<file path="src/rtl/sprite_pkg.sv">
// Shared definitions for the sprite memory writer and line counter.
package sprite_pkg;

  localparam int SIZE_ADDRESS = 17;
  localparam int SIZE_LINE    = 20;
  localparam int SIZE_OFFSET  = 8;
  localparam int SIZE_DATA    = 9;
  localparam int NUM_SPRITES  = 32;

  // pixels per sprite slot
  localparam int SPRITE_AREA  = SIZE_LINE * SIZE_LINE;

  // RGB 3-3-3 pixel fields
  localparam int RED_W   = 3;
  localparam int GREEN_W = 3;
  localparam int BLUE_W  = 3;

  typedef enum logic [1:0] {
    IDLE  = 2'd0,
    WRITE = 2'd1,
    DONE  = 2'd2
  } sprite_wr_state_t;

  // counter width able to hold 0..area-1
  function automatic int index_width(input int area);
    return (area <= 2) ? 1 : $clog2(area);
  endfunction

endpackage

</file>
<file path="src/rtl/sprite_write_addr_gen.sv">
// Slot base register, pixel index counter and last-pixel detect for sprite loads.
module sprite_write_addr_gen
  import sprite_pkg::*;
#(
  parameter int ADDR_W   = SIZE_ADDRESS,
  parameter int OFFSET_W = SIZE_OFFSET,
  parameter int AREA     = SPRITE_AREA
) (
  input  logic              clk,
  input  logic              reset,
  input  logic              i_load,
  input  logic [OFFSET_W-1:0] i_offset,
  input  logic              i_advance,
  output logic [ADDR_W-1:0] o_address,
  output logic              o_is_last
);

  localparam int IDX_W = index_width(AREA);
  localparam logic [IDX_W-1:0] LAST_IDX = IDX_W'(AREA - 1);

  logic [ADDR_W-1:0] r_base;
  logic [IDX_W-1:0]  r_index;
  logic [ADDR_W-1:0] w_slot_base;

  // constant multiply: slot index to first address of the slot
  assign w_slot_base = ADDR_W'(i_offset) * ADDR_W'(AREA);

  // latch slot base on a new load, step index on each accepted pixel
  always_ff @(posedge clk) begin
    if (reset) begin
      r_base  <= '0;
      r_index <= '0;
    end else if (i_load) begin
      r_base  <= w_slot_base;
      r_index <= '0;
    end else if (i_advance) begin
      r_index <= o_is_last ? '0 : r_index + 1'b1;
    end
  end

  assign o_address = r_base + ADDR_W'(r_index);
  assign o_is_last = (r_index == LAST_IDX);

endmodule

</file>
<file path="src/rtl/sprite_memory_writer.sv">
// Streams one sprite (AREA pixels) into its memory slot during blanking.
module sprite_memory_writer
  import sprite_pkg::*;
#(
  parameter int size_address = SIZE_ADDRESS,
  parameter int size_line    = SIZE_LINE,
  parameter int size_offset  = SIZE_OFFSET,
  parameter int size_data    = SIZE_DATA,
  parameter int num_sprites  = NUM_SPRITES
) (
  input  logic                    clk_pixel,
  input  logic                    reset,
  input  logic                    cmd_valid,
  output logic                    cmd_ready,
  input  logic [size_offset-1:0]  cmd_offset,
  input  logic                    pix_valid,
  output logic                    pix_ready,
  input  logic [size_data-1:0]    pix_data,
  input  logic                    write_window,
  output logic [size_address-1:0] mem_address,
  output logic [size_data-1:0]    mem_data,
  output logic                    mem_wren,
  output logic                    busy,
  output logic                    write_finished,
  output logic                    cmd_error
);

  localparam int AREA = size_line * size_line;

  // every slot must be addressable by the memory port
  if (num_sprites * AREA > (1 << size_address)) begin : g_bound_check
    $error("sprite_memory_writer: num_sprites*area exceeds address space");
  end

  sprite_wr_state_t        r_state;
  logic                    r_cmd_ready;
  logic                    r_mem_wren;
  logic                    r_write_finished;
  logic                    r_cmd_error;
  logic [size_address-1:0] r_mem_address;
  logic [size_data-1:0]    r_mem_data;

  logic                    w_cmd_accept;
  logic                    w_offset_ok;
  logic                    w_load;
  logic                    w_pix_accept;
  logic                    w_is_last;
  logic [size_address-1:0] w_pix_address;

  assign w_cmd_accept = cmd_valid && r_cmd_ready;
  assign w_offset_ok  = (int'(cmd_offset) < num_sprites);
  assign w_load       = w_cmd_accept && w_offset_ok;
  // window gates the handshake so nothing is accepted while video reads
  assign pix_ready    = write_window && (r_state == WRITE);
  assign w_pix_accept = pix_valid && pix_ready;

  sprite_write_addr_gen #(
    .ADDR_W   (size_address),
    .OFFSET_W (size_offset),
    .AREA     (AREA)
  ) u_addr_gen (
    .clk       (clk_pixel),
    .reset     (reset),
    .i_load    (w_load),
    .i_offset  (cmd_offset),
    .i_advance (w_pix_accept),
    .o_address (w_pix_address),
    .o_is_last (w_is_last)
  );

  // load FSM with registered handshake, write port and status pulses
  always_ff @(posedge clk_pixel) begin
    if (reset) begin
      r_state          <= IDLE;
      r_cmd_ready      <= 1'b0;
      r_mem_wren       <= 1'b0;
      r_mem_address    <= '0;
      r_mem_data       <= '0;
      r_write_finished <= 1'b0;
      r_cmd_error      <= 1'b0;
    end else begin
      r_mem_wren       <= 1'b0;
      r_write_finished <= 1'b0;
      r_cmd_error      <= 1'b0;
      case (r_state)
        IDLE: begin
          r_cmd_ready <= 1'b1;
          if (w_cmd_accept) begin
            if (w_offset_ok) begin
              r_state     <= WRITE;
              r_cmd_ready <= 1'b0;
            end else begin
              r_cmd_error <= 1'b1;
            end
          end
        end
        WRITE: begin
          if (w_pix_accept) begin
            r_mem_wren    <= 1'b1;
            r_mem_address <= w_pix_address;
            r_mem_data    <= pix_data;
            if (w_is_last) begin
              r_state          <= DONE;
              r_write_finished <= 1'b1;
            end
          end
        end
        DONE: begin
          // ready rises together with the return to IDLE
          r_state     <= IDLE;
          r_cmd_ready <= 1'b1;
        end
        default: begin
          r_state     <= IDLE;
          r_cmd_ready <= 1'b0;
        end
      endcase
    end
  end

  assign cmd_ready      = r_cmd_ready;
  assign mem_wren       = r_mem_wren;
  assign mem_address    = r_mem_address;
  assign mem_data       = r_mem_data;
  assign write_finished = r_write_finished;
  assign cmd_error      = r_cmd_error;
  assign busy           = (r_state != IDLE);

endmodule

</file>
<file path="config.mk">
export PLATFORM = sky130hd
export DESIGN_NAME = sprite_memory_writer
export DESIGN_NICKNAME = d
export VERILOG_FILES = /design/src/rtl/sprite_pkg.sv /design/src/rtl/sprite_write_addr_gen.sv /design/src/rtl/sprite_memory_writer.sv
export SDC_FILE = /design/constraint.sdc
export NUM_CORES = 1
export LEC_CHECK = 0
export ABC_AREA = 1
export CORE_ASPECT_RATIO = 0.6
export CORE_MARGIN = 2
export CORE_UTILIZATION = 40
export CTS_BUF_LIST = sky130_fd_sc_hd__clkbuf_2 sky130_fd_sc_hd__clkbuf_4 sky130_fd_sc_hd__clkbuf_8
export DETAILED_ROUTE_END_ITERATION = 10
export HOLD_SLACK_MARGIN = 0.02
export SLEW_MARGIN = 20
export SYNTH_ARGS = -nofsm -noshare
export SYNTH_HDL_FRONTEND = slang
export SYNTH_SLANG_ARGS = --single-unit
</file>
<file path="constraint.sdc">
create_clock -name clk_pixel -period 5.5 [get_ports clk_pixel]
set_clock_uncertainty 0.15 [all_clocks]
set_input_delay 1.1 -clock clk_pixel [delete_from_list [all_inputs] [get_ports clk_pixel]]
set_output_delay 1.1 -clock clk_pixel [all_outputs]
set_load 0.05 [all_outputs]
</file>
**Run 1: met3 routing**

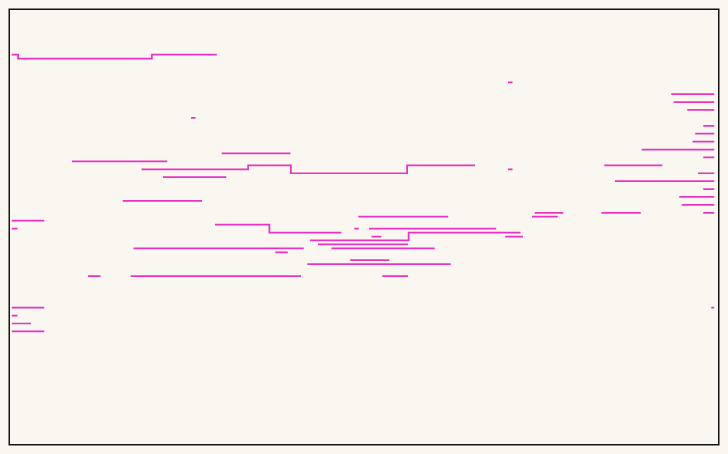
wire length on this layer: 498 um
main direction: horizontal
share of all routed wire: 6.3%
longest straight run: 29.0 um

**Run 1: supply network**

Scale bar: 20 um. Pins as bars on the die edge.
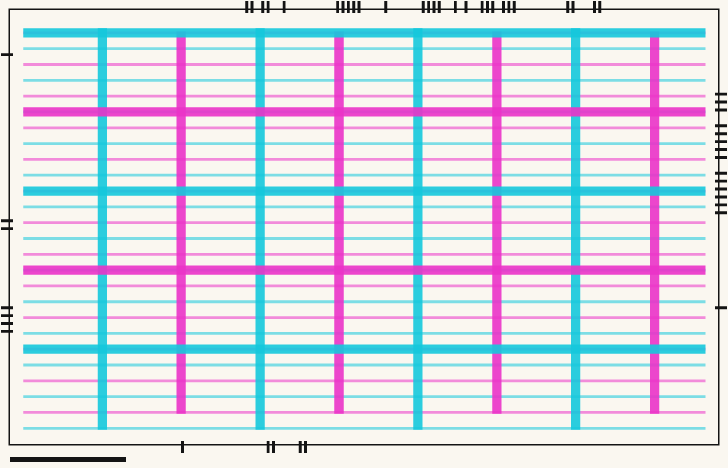
legend:
  VDD:
    color: magenta
  VSS:
    color: cyan
rows: 25
met1 rails: 26
signal pins: 54

==> impl_metrics.env, run 1 <==
# source this file to load flow results
export IMPL_status="finished clean"
export IMPL_taps=108
export IMPL_seq_cells=54
export IMPL_cts_hold_buf=0
export IMPL_hold_violations=0
export IMPL_gr_total_overflow=0
export IMPL_warnings=29
export IMPL_dpl_instance_area_um2=3920
export IMPL_grt_pass1_wl_mm=13.14
export IMPL_cts_buffer_depth=2
export IMPL_yosys_cells=474
export IMPL_finalInstanceArea_um2=4010
export IMPL_antennaDiodeCount=0
export IMPL_irDropWorstVdd_v=0.0001070
export IMPL_ctsRootBufferMaster="clkbuf_8"
export IMPL_pg_clk_mw=0.234
export IMPL_routabilityCongestion=0.9032
export IMPL_p_seq_share_pct=50.0
export IMPL_cts_tree="yes"
export IMPL_timing_fmax_mhz=260.3
export IMPL_cp_start_kind="input port"
export IMPL_topRoutingLayerUsed="met4"
export IMPL_wl_mm=7.910
export IMPL_worstPathCellList="clkdlybuf4s50_1, inv_1, nor2_1, clkdlybuf4s50_1"
export IMPL_fin_util_pct=50.27
export IMPL_min_delay_worst_endpoint="mem_data[6]"
export IMPL_combPwrFrac_pct=20.9
export IMPL_fp_nets=537
export IMPL_pwr_share_clk_pct=29.1
export IMPL_finalSetupViolCount=0
export IMPL_use_met3_pct=4.773
export IMPL_min_from="mem_data[6]"
export IMPL_synth_flops=54
export IMPL_timing_final_ws_setup_ns=1.658
export IMPL_period_used_pct=69.85
export IMPL_leakage_nw=1.867
export IMPL_buffer_area_share_pct=13.29
export IMPL_fp_util_pct=41.73
export IMPL_ys_types=30
export IMPL_global_route_usage_met1_pct=29.44
export IMPL_p_seq_mw=0.402
export IMPL_rsz0062_at_grt="false"
export IMPL_chipArea_um2=9090
export IMPL_dpl_hpwl_mm=6.158
export IMPL_simple_gate_share_pct=28.98
export IMPL_aoi_share_pct=9.774
export IMPL_ios=54
export IMPL_io_buffers=53
export IMPL_die_w_um=121.8
export IMPL_dr_wl_met3_um=498
export IMPL_globalRouteMet2Util_pct=24.71
export IMPL_largest_class="multi-input combinational cells"
export IMPL_startpoint="write_window"
export IMPL_common_cells="nand2_1, inv_1, dfxtp_1, nand3_1"
export IMPL_comb_cells=336
export IMPL_synth_avg_cell_area_um2=7.022
export IMPL_wire_per_inst_um=12.56
export IMPL_finalPower_mw=0.8044
export IMPL_fin_hold_ws_ns=0.3181
export IMPL_met1_length_mm=4.448
export IMPL_seqCellArea_um2=1081
export IMPL_max_cap_violations=0
export IMPL_grt_max_degree=43
export IMPL_yosys_warnings=0
export IMPL_met2_length_mm=2.901
export IMPL_nClkBuffers=6
export IMPL_fp_coreArea_um2=7976
export IMPL_slew_viol_final=0
export IMPL_grt_pass1_vias=2629
export IMPL_fin_nets=584
export IMPL_dpl_worst_slack_ns=1.458
export IMPL_seq_cell_share_pct=26.96
export IMPL_xor_area_share_pct=2.105
export IMPL_slew_headroom_pct=51.14
export IMPL_path_max_fanout=2
export IMPL_reg2reg_slack_ns=3.33
export IMPL_drt_iter0_markers=169
export IMPL_async_flop_share_pct=0
export IMPL_inv_count=70
export IMPL_die_h_um=74.66
export IMPL_comb_area_um2=1903
export IMPL_reg2reg_depth=7
export IMPL_mostFrequentLayoutCells="nand2_1, inv_1, dfxtp_1"
export IMPL_endpoint_kind="output port"
export IMPL_yosysChipArea_um2=3328
export IMPL_muxShareOfSynthArea_pct=0
export IMPL_top_cell="nand2_1"
export IMPL_drc=0
export IMPL_rows=25
export IMPL_vias=3025
export IMPL_postCtsSetupBuffers=0
export IMPL_final_cells=630
export IMPL_p_sw_mw=0.2372
export IMPL_final_common_cell="nand2_1"
export IMPL_largest_area_cell="dfxtp_1"
export IMPL_logic_family="simple AND/OR/NAND/NOR gates"
export IMPL_htree_levels=2
export IMPL_seq_area_frac_synth_pct=32.48
export IMPL_fin_crit_ns=3.842
export IMPL_tightest_slew_ns=0.7318
export IMPL_edf_count=0
export IMPL_r2r_end="mem_address[11]"
export IMPL_grt_busiest_layer="met1"
export IMPL_synth_cells=474
export IMPL_numCtsBuffers=5
export IMPL_hp_class="flop to flop"
export IMPL_cp_buffers_inverters=3
export IMPL_internal_power_mw=0.5672
export IMPL_area_growth_synth_to_final_pct=20.49
export IMPL_yosysTopAreaCellShare_pct=32.48
export IMPL_area_leaders="dfxtp_1, nand2_1, ha_1"
export IMPL_crit_path_end="pix_ready"
export IMPL_cts_sinks=54
export IMPL_worstSetupPathType="input port to output port"
export IMPL_r2r_start="r_state[0]"
export IMPL_drive_above_1_share_pct=3.065
export IMPL_top_power_group="registers"
export IMPL_yosys_area_share_adder_pct=16.32
export IMPL_cts_resized=0
export IMPL_final_setup_tns_ns=0
export IMPL_sh_comb_area_pct=47.46
**Run 1: M2 wires**

Scale bar: 20 um.
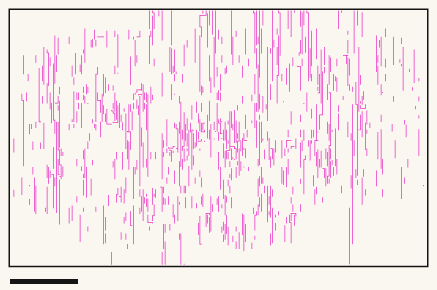
nets with wire on the layer: 426
wire length on this layer: 2,900 um

**Run 1: clock wiring as the flow saved it**

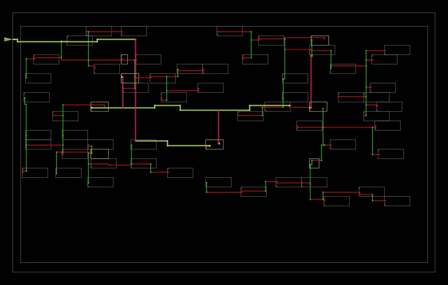

==> inputs of run 2 (changes only) <==
==> constraint.sdc (replaced) <==
create_clock -name clk_pixel -period 3.96 [get_ports clk_pixel]
set_clock_uncertainty 0.15 [all_clocks]
set_input_delay 0.792 -clock clk_pixel [delete_from_list [all_inputs] [get_ports clk_pixel]]
set_output_delay 0.792 -clock clk_pixel [all_outputs]
set_load 0.05 [all_outputs]
**Run 2: clock wiring as the flow saved it**

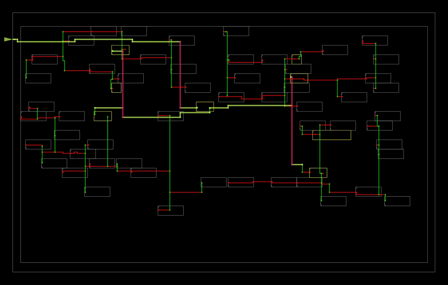
Insertion Delay late pin: 0.32 ns
Clock Sinks: 54
CTS Buf Count: 5

==> run 2 against run 1 <==
Register-to-register slack got worse by 1.6 ns. Sequential cell count did not move. First-iteration DRC count rose by 8.9%. Synthesized cell count did not move. Non-clock buffer count rose by 3. Via count rose by 0.40%.
==> impl_metrics.env, run 2 <==
# source this file to load flow results
export IMPL_xor_area_share_pct=2.105
export IMPL_r2r_end="mem_address[14]"
export IMPL_routabilityCongestion=0.9021
export IMPL_antennaDiodeCount=0
export IMPL_rows=25
export IMPL_seq_cell_share_pct=26.65
export IMPL_dr_wl_met3_um=474
export IMPL_hp_class="flop to flop"
export IMPL_rsz0062_at_grt="false"
export IMPL_slew_headroom_pct=55.43
export IMPL_async_flop_share_pct=0
export IMPL_yosys_cells=474
export IMPL_cp_buffers_inverters=4
export IMPL_drt_iter0_markers=184
export IMPL_wire_per_inst_um=12.66
export IMPL_cts_hold_buf=0
export IMPL_muxShareOfSynthArea_pct=0
export IMPL_finalInstanceArea_um2=4056
export IMPL_routed_via_density=4.798
export IMPL_top_cell="nand2_1"
export IMPL_taps=108
export IMPL_worstSetupPathType="input port to flop"
export IMPL_chipArea_um2=9090
export IMPL_pwr_share_clk_pct=32.5
export IMPL_seqCellArea_um2=1081
export IMPL_yosysTopAreaCellShare_pct=32.48
export IMPL_reg2reg_slack_ns=1.78
export IMPL_combPwrFrac_pct=20.2
export IMPL_topRoutingLayerUsed="met4"
export IMPL_finalPower_mw=1.179
export IMPL_globalRouteMet2Util_pct=24.77
export IMPL_startpoint="cmd_offset[3]"
export IMPL_edf_count=0
export IMPL_pg_comb_mw=0.238
export IMPL_fin_util_pct=50.85
export IMPL_tightest_slew_ns=0.6676
export IMPL_pg_clk_mw=0.383
export IMPL_postCtsSetupBuffers=0
export IMPL_cp_start_kind="input port"
export IMPL_timing_final_ws_setup_ns=0.5858
export IMPL_grt_pass1_wl_mm=13.01
export IMPL_yosysChipArea_um2=3328
export IMPL_hold_depth=2
export IMPL_fin_nets=587
export IMPL_cts_tree="yes"
export IMPL_comb_cells=336
export IMPL_p_sw_mw=0.3345
export IMPL_slew_viol_final=0
export IMPL_yosys_area_share_adder_pct=16.32
export IMPL_met1_length_mm=4.485
export IMPL_dpl_worst_slack_ns=0.2370
export IMPL_irDropWorstVdd_v=0.0001894
export IMPL_grt_pass1_vias=2640
export IMPL_io_buffers=53
export IMPL_status="finished clean"
export IMPL_area_leaders="dfxtp_1, nand2_1, ha_1"
export IMPL_crit_path_end="u_addr_gen.r_base[14]"
export IMPL_top_power_group="registers"
export IMPL_leakage_nw=1.889
export IMPL_fp_nets=537
export IMPL_global_route_usage_met1_pct=29.24
export IMPL_r2r_start="u_addr_gen.r_index[4]"
export IMPL_largest_area_cell="dfxtp_1"
export IMPL_area_growth_synth_to_final_pct=21.88
export IMPL_sh_comb_area_pct=46.92
export IMPL_seq_cells=54
export IMPL_simple_gate_share_pct=28.98
export IMPL_inv_count=70
export IMPL_cts_buffer_depth=2
export IMPL_fillCellCount=824
export IMPL_cts_resized=0
export IMPL_crit_top_cell="nand2_1"
export IMPL_met2_length_mm=2.990
export IMPL_grt_max_degree=39
export IMPL_synth_cells=474
export IMPL_critical_path_slowest_cell="fa_1"
export IMPL_final_setup_tns_ns=0
export IMPL_drive_above_1_share_pct=3.429
export IMPL_final_common_cell="nand2_1"
export IMPL_fp_util_pct=41.73
export IMPL_drc=0
export IMPL_aoi_share_pct=9.774
export IMPL_nClkBuffers=6
export IMPL_reg2reg_depth=10
export IMPL_ant_nets=0
export IMPL_p_seq_mw=0.559
export IMPL_seq_area_frac_synth_pct=32.48
export IMPL_yosys_warnings=0
export IMPL_period_used_pct=85.21
export IMPL_ctsRootBufferMaster="clkbuf_8"
export IMPL_synth_flops=54
export IMPL_vias=3037
export IMPL_timing_fmax_mhz=296.4
export IMPL_ys_types=30
export IMPL_finalSetupViolCount=0
export IMPL_endpoint_kind="flop"
export IMPL_p_seq_share_pct=47.4
export IMPL_htree_levels=2
export IMPL_wl_mm=8.012
export IMPL_ios=54
export IMPL_min_from="mem_data[5]"
export IMPL_comb_area_um2=1903
export IMPL_syn_cell_area_um2=3328
export IMPL_clock_area_share_pct=2.807
export IMPL_synth_avg_cell_area_um2=7.022
export IMPL_common_cells="nand2_1, inv_1, dfxtp_1, nand3_1"
export IMPL_gr_total_overflow=0
export IMPL_dpl_instance_area_um2=3943
export IMPL_logic_family="simple AND/OR/NAND/NOR gates"
export IMPL_max_cap_violations=0
export IMPL_worstPathCellList="clkdlybuf4s50_1, ha_1, ha_1, inv_1, fa_1, inv_1, ha_1, a21oi_1, nand2_1, nand2_1, nand2_1, nand2_1, nand3_1, nand2_1, inv_1"
export IMPL_warnings=29
export IMPL_buffer_area_share_pct=13.82
export IMPL_path_max_fanout=4
export IMPL_use_met3_pct=4.167
export IMPL_internal_power_mw=0.8445
export IMPL_largest_class="multi-input combinational cells"
export IMPL_mostFrequentLayoutCells="nand2_1, inv_1, dfxtp_1"
export IMPL_fin_crit_ns=3.374
export IMPL_dpl_hpwl_mm=6.238
export IMPL_hold_violations=0
export IMPL_final_cells=633
export IMPL_fin_hold_ws_ns=0.3199
export IMPL_grt_busiest_layer="met1"
export IMPL_min_delay_worst_endpoint="mem_data[5]"
**Run 2: supply network**

Scale bar: 20 um. Pins as bars on the die edge.
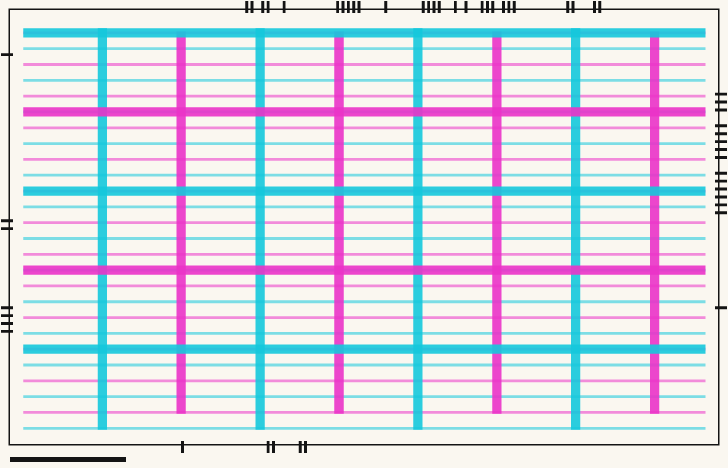
legend:
  VDD:
    color: magenta
  VSS:
    color: cyan
signal pins: 54
met4 straps: 8
met1 rails: 26
rows: 25
met5 straps: 5
Die Width: 121.8 um
core area: 7976 um2
die height: 74.66 um

==> inputs of run 3 (changes only) <==
--- a/config.mk
+++ b/config.mk
@@ -11,8 +11,10 @@
 export CORE_UTILIZATION = 40
 export CTS_BUF_LIST = sky130_fd_sc_hd__clkbuf_2 sky130_fd_sc_hd__clkbuf_4 sky130_fd_sc_hd__clkbuf_8
 export DETAILED_ROUTE_END_ITERATION = 10
+export GPL_ROUTABILITY_DRIVEN = 0
 export HOLD_SLACK_MARGIN = 0.02
 export SLEW_MARGIN = 20
 export SYNTH_ARGS = -nofsm -noshare
 export SYNTH_HDL_FRONTEND = slang
+export SYNTH_HIERARCHICAL = 1
 export SYNTH_SLANG_ARGS = --single-unit
**Run 3: routed metal, one color a layer**

Scale bar: 20 um. Two of the layers only.
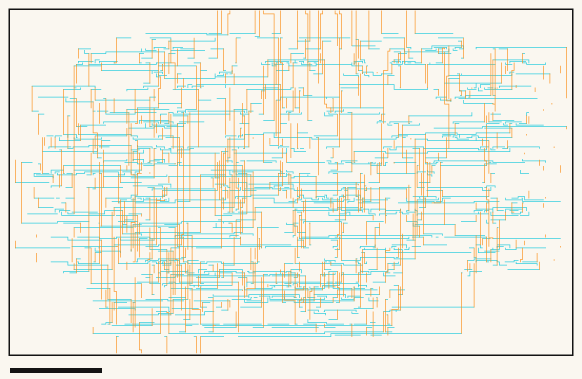
legend:
  met1:
    color: cyan
    wire_length: 3,970 um
  met2:
    color: orange
    wire_length: 2,830 um

**Run 3: clock wiring as the flow saved it**

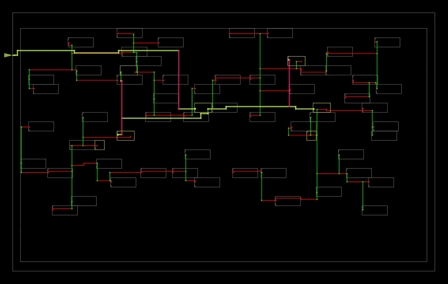
# clk buffers: 7
Clock Power: 0.308 mW

==> run 3 against run 2 <==
Power decreased by 0.15%. Setup slack worse by 0.062 ns. Final cell count fell by 0.79%. Largest cell class unchanged.
==> impl_metrics.env, run 3 <==
# source this file to load flow results
export IMPL_status="finished clean"
export IMPL_warnings=27
export IMPL_clock_latency_ns=0.30
export IMPL_ios=54
export IMPL_min_delay_worst_endpoint="mem_address[15]"
export IMPL_internal_power_mw=0.8119
export IMPL_use_met3_pct=3.443
export IMPL_fp_util_pct=42.16
export IMPL_min_from="mem_address[15]"
export IMPL_top_power_group="registers"
export IMPL_synth_avg_cell_area_um2=7.196
export IMPL_endpoint_kind="flop"
export IMPL_wl_mm=7.209
export IMPL_seqCellArea_um2=1081
export IMPL_hp_class="flop to flop"
export IMPL_globalRouteMet2Util_pct=24.25
export IMPL_ctsRootBufferMaster="clkbuf_8"
export IMPL_dpl_hpwl_mm=5.571
export IMPL_largest_area_cell="dfxtp_1"
export IMPL_timing_final_ws_setup_ns=0.5234
export IMPL_mostFrequentLayoutCells="nand2_1, inv_1, nor2_1"
export IMPL_fin_hold_ws_ns=0.3664
export IMPL_global_route_usage_met1_pct=25.16
export IMPL_ant_nets=0
export IMPL_fin_nets=581
export IMPL_r2r_start="u_addr_gen/r_index[4]"
export IMPL_combPwrFrac_pct=25.8
export IMPL_final_common_cell="nand2_1"
export IMPL_critical_path_slowest_cell="fa_1"
export IMPL_slew_viol_final=0
export IMPL_drt_iter0_markers=140
export IMPL_drc=0
export IMPL_startpoint="cmd_offset[3]"
export IMPL_seq_cells=54
export IMPL_edf_count=0
export IMPL_reg2reg_depth=9
export IMPL_cp_buffers_inverters=4
export IMPL_taps=108
export IMPL_fp_coreArea_um2=8039
export IMPL_synth_flops=54
export IMPL_p_seq_share_pct=48.0
export IMPL_dp_cells=621
export IMPL_grt_pass1_vias=2550
export IMPL_yosysTopAreaCellShare_pct=31.89
export IMPL_met1_length_mm=3.972
export IMPL_comb_area_um2=1911
export IMPL_syn_cell_area_um2=3390
export IMPL_met2_length_mm=2.825
export IMPL_topRoutingLayerUsed="met4"
export IMPL_hold_violations=0
export IMPL_dpl_worst_slack_ns=0.1769
export IMPL_cts_hold_buf=0
export IMPL_antennaDiodeCount=0
export IMPL_grt_busiest_layer="met1"
export IMPL_gr_total_overflow=0
export IMPL_die_w_um=122.8
export IMPL_r2r_end="mem_address[10]"
export IMPL_fin_util_pct=50.43
export IMPL_final_cells=628
export IMPL_yosysChipArea_um2=3390
export IMPL_simple_gate_share_pct=32.26
export IMPL_muxShareOfSynthArea_pct=0
export IMPL_htree_levels=2
export IMPL_worstPathCellList="clkdlybuf4s50_1, ha_1, ha_1, inv_1, fa_1, inv_1, ha_1, or2_2, nand3_1, nand2_1, nand2_1, nand3_1, nand2_1, inv_1"
export IMPL_tightest_slew_ns=0.5831
export IMPL_final_setup_tns_ns=0
export IMPL_leakage_nw=2.078
export IMPL_rsz0062_at_grt="false"
export IMPL_area_leaders="dfxtp_1, ha_1, nand2_1"
export IMPL_dr_wl_met3_um=366
export IMPL_buffers=55
export IMPL_comb_cells=326
export IMPL_sh_comb_area_pct=47.13
export IMPL_reg2reg_slack_ns=1.93
export IMPL_cts_buffer_depth=2
export IMPL_timing_fmax_mhz=291.0
export IMPL_die_h_um=75.31
export IMPL_p_seq_mw=0.565
export IMPL_grt_max_degree=56
export IMPL_rows=25
export IMPL_max_cap_violations=0
export IMPL_yosys_area_share_adder_pct=15.28
export IMPL_xor_area_share_pct=3.101
export IMPL_hold_depth=4
export IMPL_cts_sinks=54
export IMPL_cts_tree="yes"
export IMPL_largest_class="multi-input combinational cells"
export IMPL_crit_path_end="u_addr_gen/r_base[16]"
export IMPL_async_flop_share_pct=0
export IMPL_finalInstanceArea_um2=4054
export IMPL_pg_comb_mw=0.304
export IMPL_period_used_pct=86.78
export IMPL_clock_area_share_pct=2.068
export IMPL_finalPower_mw=1.177
export IMPL_fillCellCount=801
export IMPL_vias=2838
export IMPL_grt_pass1_wl_mm=12.12
export IMPL_p_sw_mw=0.3654
export IMPL_irDropWorstVdd_v=0.0001121
export IMPL_aoi_share_pct=5.722
export IMPL_fin_crit_ns=3.437
export IMPL_buffer_area_share_pct=13.46
export IMPL_inv_count=78
export IMPL_slew_headroom_pct=61.13
export IMPL_dpl_instance_area_um2=3970
export IMPL_yosys_warnings=6
export IMPL_fp_nets=532
export IMPL_seq_area_frac_synth_pct=31.89
export IMPL_numCtsBuffers=5
export IMPL_wire_per_inst_um=11.48
export IMPL_logic_family="simple AND/OR/NAND/NOR gates"
Power is estimated from default activity; no workload was simulated.
